==> src/rtl/status_register_unit.sv <==
// NZCV flag producer in EXE: derives flags from the ALU result and commits them to the
// status register when a valid S-suffixed instruction retires; also forwards and flags hazards.
module status_register_unit #(
    parameter int WIDTH = 32
) (
    input  logic             clk,
    input  logic             rst,
    input  logic             valid_in,
    input  logic             s_in,
    input  logic [3:0]       exe_cmd,
    input  logic [WIDTH-1:0] op_a,
    input  logic [WIDTH-1:0] op_b,
    input  logic [WIDTH-1:0] alu_res,
    input  logic             alu_carry,
    input  logic             freeze,
    input  logic             flush,
    output logic [3:0]       sr_out,
    output logic [3:0]       sr_fwd,
    output logic             sr_pending
);

    localparam logic [3:0] CMD_ADD = 4'b0010;
    localparam logic [3:0] CMD_ADC = 4'b0011;
    localparam logic [3:0] CMD_SUB = 4'b0100;
    localparam logic [3:0] CMD_SBC = 4'b0101;

    logic [3:0] sr_q;
    logic [3:0] sr_d;
    logic       is_add;
    logic       is_sub;
    logic       n_flag;
    logic       z_flag;
    logic       c_flag;
    logic       v_flag;
    logic       update;

    function automatic logic ovf_add(input logic a_msb, input logic b_msb, input logic r_msb);
        return (a_msb == b_msb) && (r_msb != a_msb);
    endfunction

    function automatic logic ovf_sub(input logic a_msb, input logic b_msb, input logic r_msb);
        return (a_msb != b_msb) && (r_msb != a_msb);
    endfunction

    always_comb begin
        is_add = (exe_cmd == CMD_ADD) || (exe_cmd == CMD_ADC);
        is_sub = (exe_cmd == CMD_SUB) || (exe_cmd == CMD_SBC);
    end

    // Logic-class ops leave C and V at their committed values (no shifter carry).
    always_comb begin
        n_flag = alu_res[WIDTH-1];
        z_flag = (alu_res == '0);
        c_flag = sr_q[1];
        v_flag = sr_q[0];
        if (is_add) begin
            c_flag = alu_carry;
            v_flag = ovf_add(op_a[WIDTH-1], op_b[WIDTH-1], alu_res[WIDTH-1]);
        end else if (is_sub) begin
            c_flag = alu_carry;
            v_flag = ovf_sub(op_a[WIDTH-1], op_b[WIDTH-1], alu_res[WIDTH-1]);
        end
    end

    always_comb begin
        update = valid_in & s_in & ~flush & ~freeze;
        sr_d   = update ? {n_flag, z_flag, c_flag, v_flag} : sr_q;
    end

    always_ff @(posedge clk) begin
        if (rst) begin
            sr_q <= 4'b0000;
        end else begin
            sr_q <= sr_d;
        end
    end

    // Pending stays high through freeze so ID keeps stalling until the commit lands.
    assign sr_out     = sr_q;
    assign sr_fwd     = sr_d;
    assign sr_pending = valid_in & s_in & ~flush;

endmodule

==> config.mk <==
export PLATFORM = sky130hd
export DESIGN_NAME = status_register_unit
export DESIGN_NICKNAME = d
export VERILOG_FILES = /design/src/rtl/status_register_unit.sv
export SDC_FILE = /design/constraint.sdc
export NUM_CORES = 1
export LEC_CHECK = 0
export CORE_UTILIZATION = 13
export CTS_CLUSTER_SIZE = 40
export DETAILED_ROUTE_END_ITERATION = 12
export PLACE_DENSITY = 0.81
export REMOVE_ABC_BUFFERS = 1
export SLEW_MARGIN = 20
export SYNTH_ARGS = -nofsm -noshare
export SYNTH_HDL_FRONTEND = slang
export SYNTH_SLANG_ARGS = --single-unit
==> constraint.sdc <==
create_clock -name clk -period 1.5 [get_ports clk]
set_clock_uncertainty 0.15 [all_clocks]
set_input_delay 0.3 -clock clk [delete_from_list [all_inputs] [get_ports clk]]
set_output_delay 0.3 -clock clk [all_outputs]
set_load 0.02 [all_outputs]
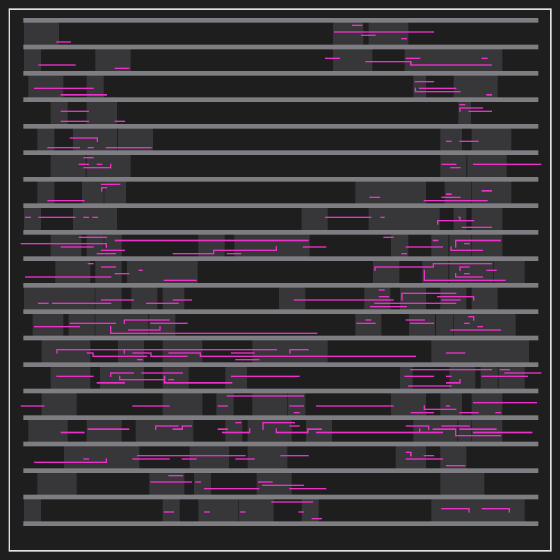
m1.png
Supply wires on this layer in gray.
- nets with wire on the layer: 129
- wire length on this layer: 652 µm
- longest straight run: 22.5 µm
- main direction: horizontal
Vias: 657
met1 usage: 13.4%
Post-Route WL: 1950 µm

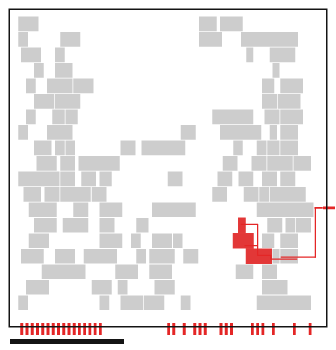
port_trees.png
The bar under the picture is 20 µm long.
- red: op_a (direction input; edge 31 south, 1 east; end cells 3; buffers 1; wire 34.0 µm)
# IOs: 116
IO buf count: 52

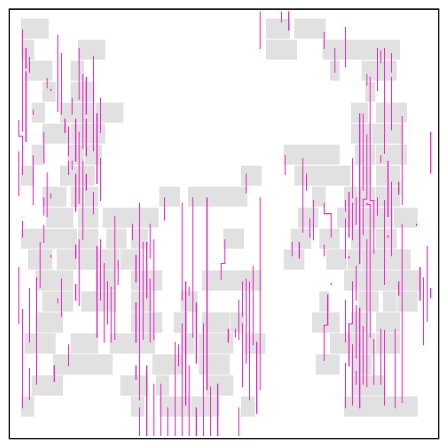
m2.png
- main direction: vertical
- longest straight run: 25.5 µm
met2 GRT Util: 25.1%

==> impl_metrics.py <==
# Synthesis and PnR figures
metrics = {
    "critical_path": {
        "startpoint_type": "input port",
        "r2r_slack_ns": 0.47,
        "crit_end": "sr_fwd[2]",
        "worstReg2RegStart": "sr_out[1]$_SDFF_PP0_",
        "crit_arrival_ns": 1.27,
        "reg2reg_to": "sr_out[1]$_SDFF_PP0_",
        "required_ns": 1.05,
        "worstSetupPathType": "in2out",
        "ff2ff_path_depth": 4,
    },
    "die": {
        "chipWidth_um": 55.5,
        "design.die.area_um2": 3080,
        "fp_util_pct": 13.6,
        "coreArea_um2": 2730,
    },
    "hold_path": {
        "hold_path.class": "in2reg",
        "holdPathStages": 5,
        "worstHoldEndpoint": "sr_out[2]$_SDFF_PP0_",
    },
    "status": {
        "status": "finished, violations left",
        "violations": "negative setup slack",
    },
    "sta": {
        "fin_ws_ns": -0.219,
        "rsz0062_at_grt": "true",
        "timing.final.crit_share_pct": 115,
        "hold_viol": 0,
        "setup_viol": 4,
        "fin_crit_ns": 1.72,
        "slew_violations": 0,
        "worst_slew_pin_slew_ns": 0.260,
        "max_freq_mhz": 582,
    },
    "power": {
        "p_total_w": 0.000428,
        "ir_worst_vdd_uv": 383,
        "power_leakage_nw": 0.505,
    },
    "drt": {
        "drt_iter0_markers": 7,
        "drtPass1Iterations": 4,
        "antenna_left": 0,
    },
    "clock_network": {
        "clock_sinks": 4,
        "root_buffer": "clkbuf_4",
        "clockBufferDepth": 2,
        "clock.latency.late_pin_ns": 0.23,
        "cts.clk_slew.worst_paths_ns": 0.03,
        "cts_tree": "built",
        "hold_buffers": 0,
    },
    "finish": {
        "n_all_inverters": 3,
        "synthToLayoutAreaGrowth_pct": 207,
        "layout.nonclk_buf_share_pct": 49.6,
        "largest_cell_class": "non-clock buffers",
        "fillers": 274,
        "drive_gt1_share_pct": 64.9,
        "fin_cells": 145,
        "flop-count": 4,
        "layout_top_cell": "buf_4",
        "lay_top_cells": "buf_4, buf_6, buf_2",
        "seq-cell-share_pct": 7.02,
        "largest_register_ffs": 4,
        "combGateArea_um2": 423,
        "flop_area_um2": 80.1,
        "layout.nets": 223,
    },
    "placement": {
        "place_area_um2": 1010,
        "dp_cells": 136,
        "pre_cts_ws_ns": -1.12,
    },
    "synth": {
        "yosys_warnings": 0,
        "post_synth.cell_area_avg_um2": 8.85,
        "ys.flop_type": "dfxtp_1",
        "yosysSeqAreaShare_pct": 21.5,
        "common_cells": "nor4_1, dfxtp_1, inv_1, nand2_1, nand4_1",
        "ys_cells": 42,
        "ys_sh_simple_pct": 47.5,
        "ys_sh_xor_pct": 4.71,
        "top_cell": "nor4_1",
        "ys_sh_adder_pct": 0,
        "logic_family": "simple AND/OR/NAND/NOR gates",
        "area_leaders": "dfxtp_1, nor4_1, nand4bb_4, nand4_1, xor2_1",
        "synth-edff-count": 0,
        "netlist_area_um2": 372,
    },
    "global_route": {
        "grt_pass1_wl_um": 3220,
        "grt_pass1_vias": 742,
        "grt_usage_pct": 13.2,
    },
    "job": {
        "tool_warnings": 90,
        "drv_cap": 0,
    },
}
==> cell families after synthesis <==
family          Yosys count
compound gates            9
mux                       1
buf+inv                   3
xor+xnor                  2
simple gates             23
flops                     4
==> per-layer routing <==
layer	part of all wire (%)	GRT usage (%)
met4	1.7	2.86
met5	0	0
met1	33	13.4
met3	8.4	4.92
met2	56	25.1
==> repair_timing <==
action | in CTS | in global routing
buffers inserted | 6 | 0
pin swaps | 20 | 12
setup endpoints to repair | 13 | 5
resized | 166 | 19
==> worst max-delay path, stage by stage <==
cell       delay (ns)
buf_6            0.09
nand4bb_4        0.29
buf_6            0.18
o31ai_2          0.23
buf_4            0.18
==> power breakdown <==
part | switching, W | internal (W)
logic | 0.0000777 | 0.000115
registers | 0.000000590 | 0.000108
clock network | 0.0000375 | 0.0000890
total | 0.000116 | 0.000312
Power figures rest on the tool's default switching activity, not on a simulated workload.
